Routing congestion:
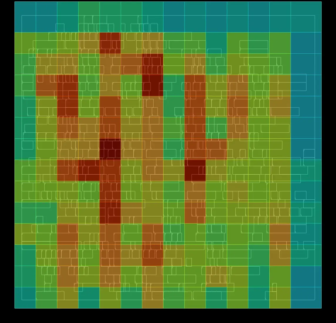
Clock wires, drivers and flops:
(3 px per um)
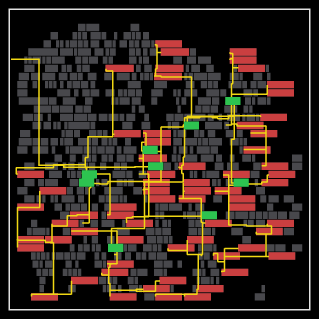
Zoomed window:
Region (65, 15) to (85, 35) um. Cells in grey, sequential cells in the stronger grey; small squares are vias.
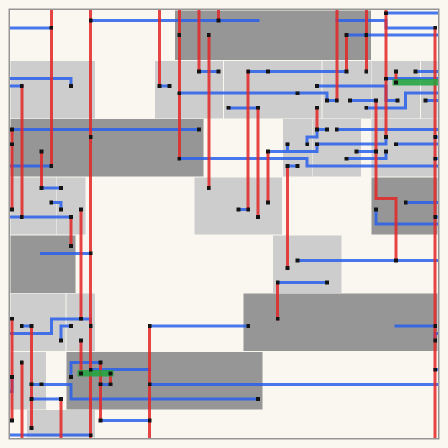
Where the registers sit:
(4 px per um) Other sequential cells in the stronger grey, the rest of the logic in the fainter grey.
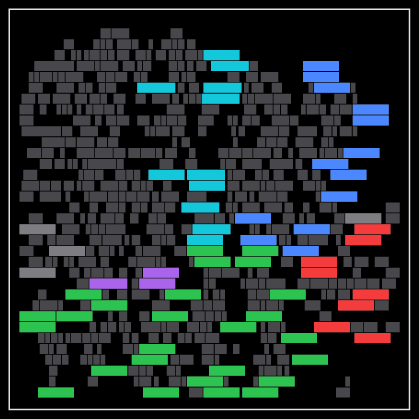
Signal wires by layer:
(4 px per um)
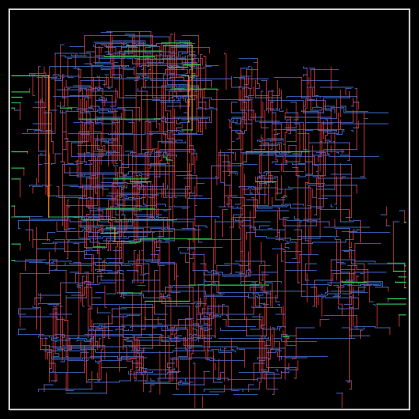
$ cat config.mk
export PLATFORM = sky130hd
export DESIGN_NAME = arp_note_scheduler
export DESIGN_NICKNAME = d
export VERILOG_FILES = /design/src/rtl/arp_pkg.sv /design/src/rtl/note_div_calc.sv /design/src/rtl/arp_note_scheduler.sv
export SDC_FILE = /design/constraint.sdc
export NUM_CORES = 1
export LEC_CHECK = 0
export CAP_MARGIN = 20
export CORE_MARGIN = 2
export CORE_UTILIZATION = 50
export DETAILED_ROUTE_END_ITERATION = 10
export PLACE_DENSITY_LB_ADDON = 0.2
export SYNTH_ARGS = -nofsm -noshare
export SYNTH_HDL_FRONTEND = slang
export SYNTH_SLANG_ARGS = --single-unit
$ cat constraint.sdc
create_clock -name CLK100MHZ -period 3.95 [get_ports CLK100MHZ]
set_input_delay 0.9875 -clock CLK100MHZ [delete_from_list [all_inputs] [get_ports CLK100MHZ]]
set_output_delay 0.9875 -clock CLK100MHZ [all_outputs]
set_load 0.01 [all_outputs]
$ cat src/rtl/arp_pkg.sv
// ---------------------------------------------------------------------------
// arp_pkg
// Shared definitions for the arpeggio note scheduler:
//   - note codes used on note_o and by the divider map
//   - FSM state encoding (base note vs. running arpeggio)
//   - default tuning constants (base offset and middle-C divider)
// No ports; imported with "import arp_pkg::*".
// ---------------------------------------------------------------------------
package arp_pkg;

   // Note codes: the four arpeggio degrees plus the plain base note.
   localparam logic [2:0] NOTE_ROOT  = 3'd0;
   localparam logic [2:0] NOTE_THIRD = 3'd1;
   localparam logic [2:0] NOTE_FIFTH = 3'd2;
   localparam logic [2:0] NOTE_OCT   = 3'd3;
   localparam logic [2:0] NOTE_BASE  = 3'd4;

   // Two-state mode machine.
   typedef enum logic {
      ST_BASE = 1'b0,
      ST_ARP  = 1'b1
   } arp_state_t;

   // Tuning defaults: f_base = offset + sw, and the divider used in BASE.
   localparam int ARP_BASE_OFFSET = 746;
   localparam int ARP_DEFAULT_DIV = 1493;

endpackage

$ cat src/rtl/note_div_calc.sv
// ---------------------------------------------------------------------------
// note_div_calc
// Purely combinational map from (current note, f_base) to the step divider
// that sets the sine-table playback rate. The parent registers the result.
//
// Ports:
//   note    in   3   current note code (0-3 arpeggio degrees, 4 = base note)
//   f_base  in  10   base divider, BASE_OFFSET + sw (746..1001)
//   div     out 11   step divider in clock cycles (integer floor)
//
// Parameters:
//   DEFAULT_DIV  divider returned for the base note (and unused codes)
// ---------------------------------------------------------------------------
module note_div_calc
   import arp_pkg::*;
#(
   parameter int DEFAULT_DIV = ARP_DEFAULT_DIV
) (
   input  logic [2:0]  note,
   input  logic [9:0]  f_base,
   output logic [10:0] div
);

   logic [12:0] f_wide;

   // The x5 and x3 products need up to 13 bits before the shift brings them
   // back into range, so the math is done on a widened copy of f_base.
   // A larger divider means a slower step rate, i.e. a lower pitch.
   always_comb begin
      f_wide = {3'b000, f_base};
      div    = 11'(DEFAULT_DIV);
      case (note)
         NOTE_ROOT:  div = {f_base, 1'b0};
         NOTE_THIRD: div = 11'((f_wide * 13'd5) >> 2);
         NOTE_FIFTH: div = 11'((f_wide * 13'd3) >> 1);
         NOTE_OCT:   div = {1'b0, f_base};
         default:    div = 11'(DEFAULT_DIV);
      endcase
   end

endmodule

$ cat src/rtl/arp_note_scheduler.sv
// ---------------------------------------------------------------------------
// arp_note_scheduler
// Sequences the sine-table audio datapath. It toggles between a fixed base
// note and a four-note arpeggio on each rising edge of the debounced button,
// times each arpeggio note, and produces the sine BRAM read address together
// with a one-cycle step strobe at the current note rate.
//
// Ports:
//   CLK100MHZ     in   1       system clock, 100 MHz
//   RST           in   1       asynchronous, active-high reset
//   sw            in   8       base-note offset from the slide switches
//   arp_toggle    in   1       debounced button level; rising edge toggles mode
//   addr_o        out  ADDR_W  sine BRAM read address
//   step_o        out  1       one-cycle pulse in the cycle addr_o advances
//   note_o        out  3       current note: 0-3 in arpeggio, 4 in BASE
//   arp_active_o  out  1       high while the arpeggio runs
//
// Build option:
//   ARP_PINGPONG_EN  when defined the arpeggio bounces 0,1,2,3,2,1,0,1,...
//                    otherwise it wraps 0,1,2,3,0,...
// ---------------------------------------------------------------------------
module arp_note_scheduler
   import arp_pkg::*;
#(
   parameter int NOTE_TICKS  = 50_000_000,
   parameter int ADDR_W      = 8,
   parameter int DIV_W       = 13,
   parameter int BASE_OFFSET = ARP_BASE_OFFSET,
   parameter int DEFAULT_DIV = ARP_DEFAULT_DIV
) (
   input  logic              CLK100MHZ,
   input  logic              RST,
   input  logic [7:0]        sw,
   input  logic              arp_toggle,
   output logic [ADDR_W-1:0] addr_o,
   output logic              step_o,
   output logic [2:0]        note_o,
   output logic              arp_active_o
);

   localparam int TIMER_W = (NOTE_TICKS > 1) ? $clog2(NOTE_TICKS) : 1;
   localparam logic [TIMER_W-1:0] TIMER_LAST = TIMER_W'(NOTE_TICKS - 1);

   arp_state_t         state;
   logic               toggle_prev;
   logic               rise;
   logic [TIMER_W-1:0] timer;
   logic [9:0]         f_base;
   logic [10:0]        div_next;
   logic [DIV_W-1:0]   div_q;
   logic [DIV_W-1:0]   cnt;
`ifdef ARP_PINGPONG_EN
   logic               dir_down;
`endif

   // The button level is already debounced; only its rising edge matters,
   // so holding the button does not keep flipping the mode.
   assign rise = arp_toggle & ~toggle_prev;

   // 746 + 255 = 1001 still fits in 10 bits, so nothing is lost here.
   assign f_base = 10'(BASE_OFFSET) + {2'b00, sw};

   note_div_calc #(
      .DEFAULT_DIV (DEFAULT_DIV)
   ) u_div_calc (
      .note   (note_o),
      .f_base (f_base),
      .div    (div_next)
   );

   // Registered copy of the button level for edge detection.
   always_ff @(posedge CLK100MHZ or posedge RST) begin
      if (RST) begin
         toggle_prev <= 1'b0;
      end else begin
         toggle_prev <= arp_toggle;
      end
   end

   // Mode FSM plus the per-note timer. A button edge always takes priority
   // over a timer expiry landing in the same cycle, so leaving the arpeggio
   // never also advances the note. Entering the arpeggio restarts it at the
   // root with a fresh timer and an upward direction.
   always_ff @(posedge CLK100MHZ or posedge RST) begin
      if (RST) begin
         state        <= ST_BASE;
         note_o       <= NOTE_BASE;
         arp_active_o <= 1'b0;
         timer        <= '0;
`ifdef ARP_PINGPONG_EN
         dir_down     <= 1'b0;
`endif
      end else begin
         case (state)
            ST_BASE: begin
               if (rise) begin
                  state        <= ST_ARP;
                  note_o       <= NOTE_ROOT;
                  arp_active_o <= 1'b1;
                  timer        <= '0;
`ifdef ARP_PINGPONG_EN
                  dir_down     <= 1'b0;
`endif
               end
            end
            ST_ARP: begin
               if (rise) begin
                  state        <= ST_BASE;
                  note_o       <= NOTE_BASE;
                  arp_active_o <= 1'b0;
                  timer        <= '0;
               end else if (timer == TIMER_LAST) begin
                  timer <= '0;
`ifdef ARP_PINGPONG_EN
                  if (!dir_down) begin
                     if (note_o == NOTE_OCT) begin
                        note_o   <= NOTE_FIFTH;
                        dir_down <= 1'b1;
                     end else begin
                        note_o <= note_o + 3'd1;
                     end
                  end else begin
                     if (note_o == NOTE_ROOT) begin
                        note_o   <= NOTE_THIRD;
                        dir_down <= 1'b0;
                     end else begin
                        note_o <= note_o - 3'd1;
                     end
                  end
`else
                  note_o <= (note_o == NOTE_OCT) ? NOTE_ROOT : note_o + 3'd1;
`endif
               end else begin
                  timer <= timer + TIMER_W'(1);
               end
            end
            default: begin
               state        <= ST_BASE;
               note_o       <= NOTE_BASE;
               arp_active_o <= 1'b0;
               timer        <= '0;
            end
         endcase
      end
   end

   // Divider register and step counter. The counter restarts once it reaches
   // div-1, giving a step period of exactly div cycles. The >= compare means
   // that when the divider shrinks below the running count, the step fires
   // on the next cycle instead of the counter running all the way round.
   // The address keeps running across mode changes so the waveform phase
   // stays continuous; it wraps silently at the top of the table.
   always_ff @(posedge CLK100MHZ or posedge RST) begin
      if (RST) begin
         div_q  <= DIV_W'(DEFAULT_DIV);
         cnt    <= '0;
         step_o <= 1'b0;
         addr_o <= '0;
      end else begin
         div_q <= DIV_W'(div_next);
         if (cnt >= div_q - DIV_W'(1)) begin
            cnt    <= '0;
            step_o <= 1'b1;
            addr_o <= addr_o + ADDR_W'(1);
         end else begin
            cnt    <= cnt + DIV_W'(1);
            step_o <= 1'b0;
         end
      end
   end

endmodule

==> results.cfg <==
; generated from flow reports
[cells_and_area]
mi_logic_area_mm2 = 0.00281
stdcell_count = 659
nNonClkBuffers = 44
drive_above_1_share = 0.116
logic_gates = 405
n_all_inverters = 21
clkCellAreaFrac = 0.0326
fin_nets = 599
sh_seq_area = 0.313
regMostFlops = timer
clkbuf_count = 9
ff_count = 65
seq_area_mm2 = 0.00164
buf_share = 0.0743
sh_comb_area = 0.539
final_cell_area_mm2 = 0.00522

[run]
openroad.warnings = 31
drv_cap = 0

[placed_design]
dp_cells = 643
gp_congestion = 0.917
dp_hpwl_um = 7070
io_buffers = 23

[sta]
final_hold_viol_count = 0
finalSetupTns_ns = 0
rsz0062_at_grt = false
slew_violations = 0
slew_headroom = 0.391
setup_viol = 0
worst_pin_slew_ns = 0.912
post-route-period-util = 0.917
max_freq_mhz = 276

[grt]
antenna_found_initial = 0
grtUsageMet1 = 0.271
grt_overflow_total = 0
grt_max_degree = 46

[outcome]
status = finished clean

[die]
dieArea_mm2 = 0.00994
taps = 108
num_rows = 34
ios = 24
chipWidth_um = 99.7

[clocking]
htreeDepth = 3
cts_setup_buffers = 0
cts_root_buffer = clkbuf_8
clk_pin_slew_ns = 0.08
cts_made_buffers = 9
post_cts_resize_count = 0
cts_tree = built

[setup_path]
slowest_stage = clkdlybuf4s50_1
r2r_start = div_q[3]
end_kind = flip-flop
crit_path_start_kind = primary input
cp.depth = 14
arrival_ns = 3.86
reg2reg_to = addr_o[1]
critical_path.top_delay_family = AND-OR/OR-AND gates
crit_start = sw[1]
required_ns = 4.19
path_buffers = 3
reg2reg_slack_ns = 0.65
cp_max_fo = 7

[synth]
ys_warn_count = 0
synthXorXnorAreaFrac = 0.124
netlist_area_mm2 = 0.00458
synthArstFlopShare = 1.00
flop_cell = dfrtp_1
ys_seq_share = 0.357
ys_types = 62
synth_flops = 65

[pwr]
pwr-share-clk = 0.189
sw_frac_of_total = 0.407
seqPwrFrac = 0.356
p_sw_mw = 1.09
power_density_mw_per_mm2 = 513
p_comb_frac = 0.455

[detailed_routing]
drt_pass1_iterations = 4
met3_wirelength_um = 325
routed_wl_um = 9440
via_per_inst = 5.64

[hold_path]
holdPathEnd = addr_o[7]
Notes on 'routing congestion' above:
All-Layer GR Usage: 0.202
busiest layer in global routing: met2
DR WL/cell: 14.3 um
final core occ: 0.593
met2 Use GR: 0.336

Notes on 'clock wires, drivers and flops' above:
Key: red = flip-flops [count 65]; green = clock drivers [count 9]; yellow = clock wires [length 971 um]
There are 10 routed clock nets.

Notes on 'zoomed window' above:
Key: blue = metal 1; red = metal 2; green = metal 3
Netlist names of flops here include `addr_o` (2), `timer` (2). 19 logic cells have their middle in the window. Most frequent: dfrtp_1 (4), xnor2_1 (3). Sequential cells in the window: 4.

Notes on 'where the registers sit' above:
Key: red = `addr_o` [sequential cells 8]; cyan = `div_q` [sequential cells 11]; purple = `note_o` [sequential cells 3]; green = `timer` [sequential cells 26]; blue = `cnt` [sequential cells 13]
Another 4 sequential cells are not coloured.

Notes on 'signal wires by layer' above:
Key: blue = metal 1 [wire length 4,560 um]; orange = metal 4 [wire length 71.4 um]; green = metal 3 [wire length 326 um]; red = metal 2 [wire length 4,480 um]

Power figures rest on the tool's default switching activity, not on a simulated workload.
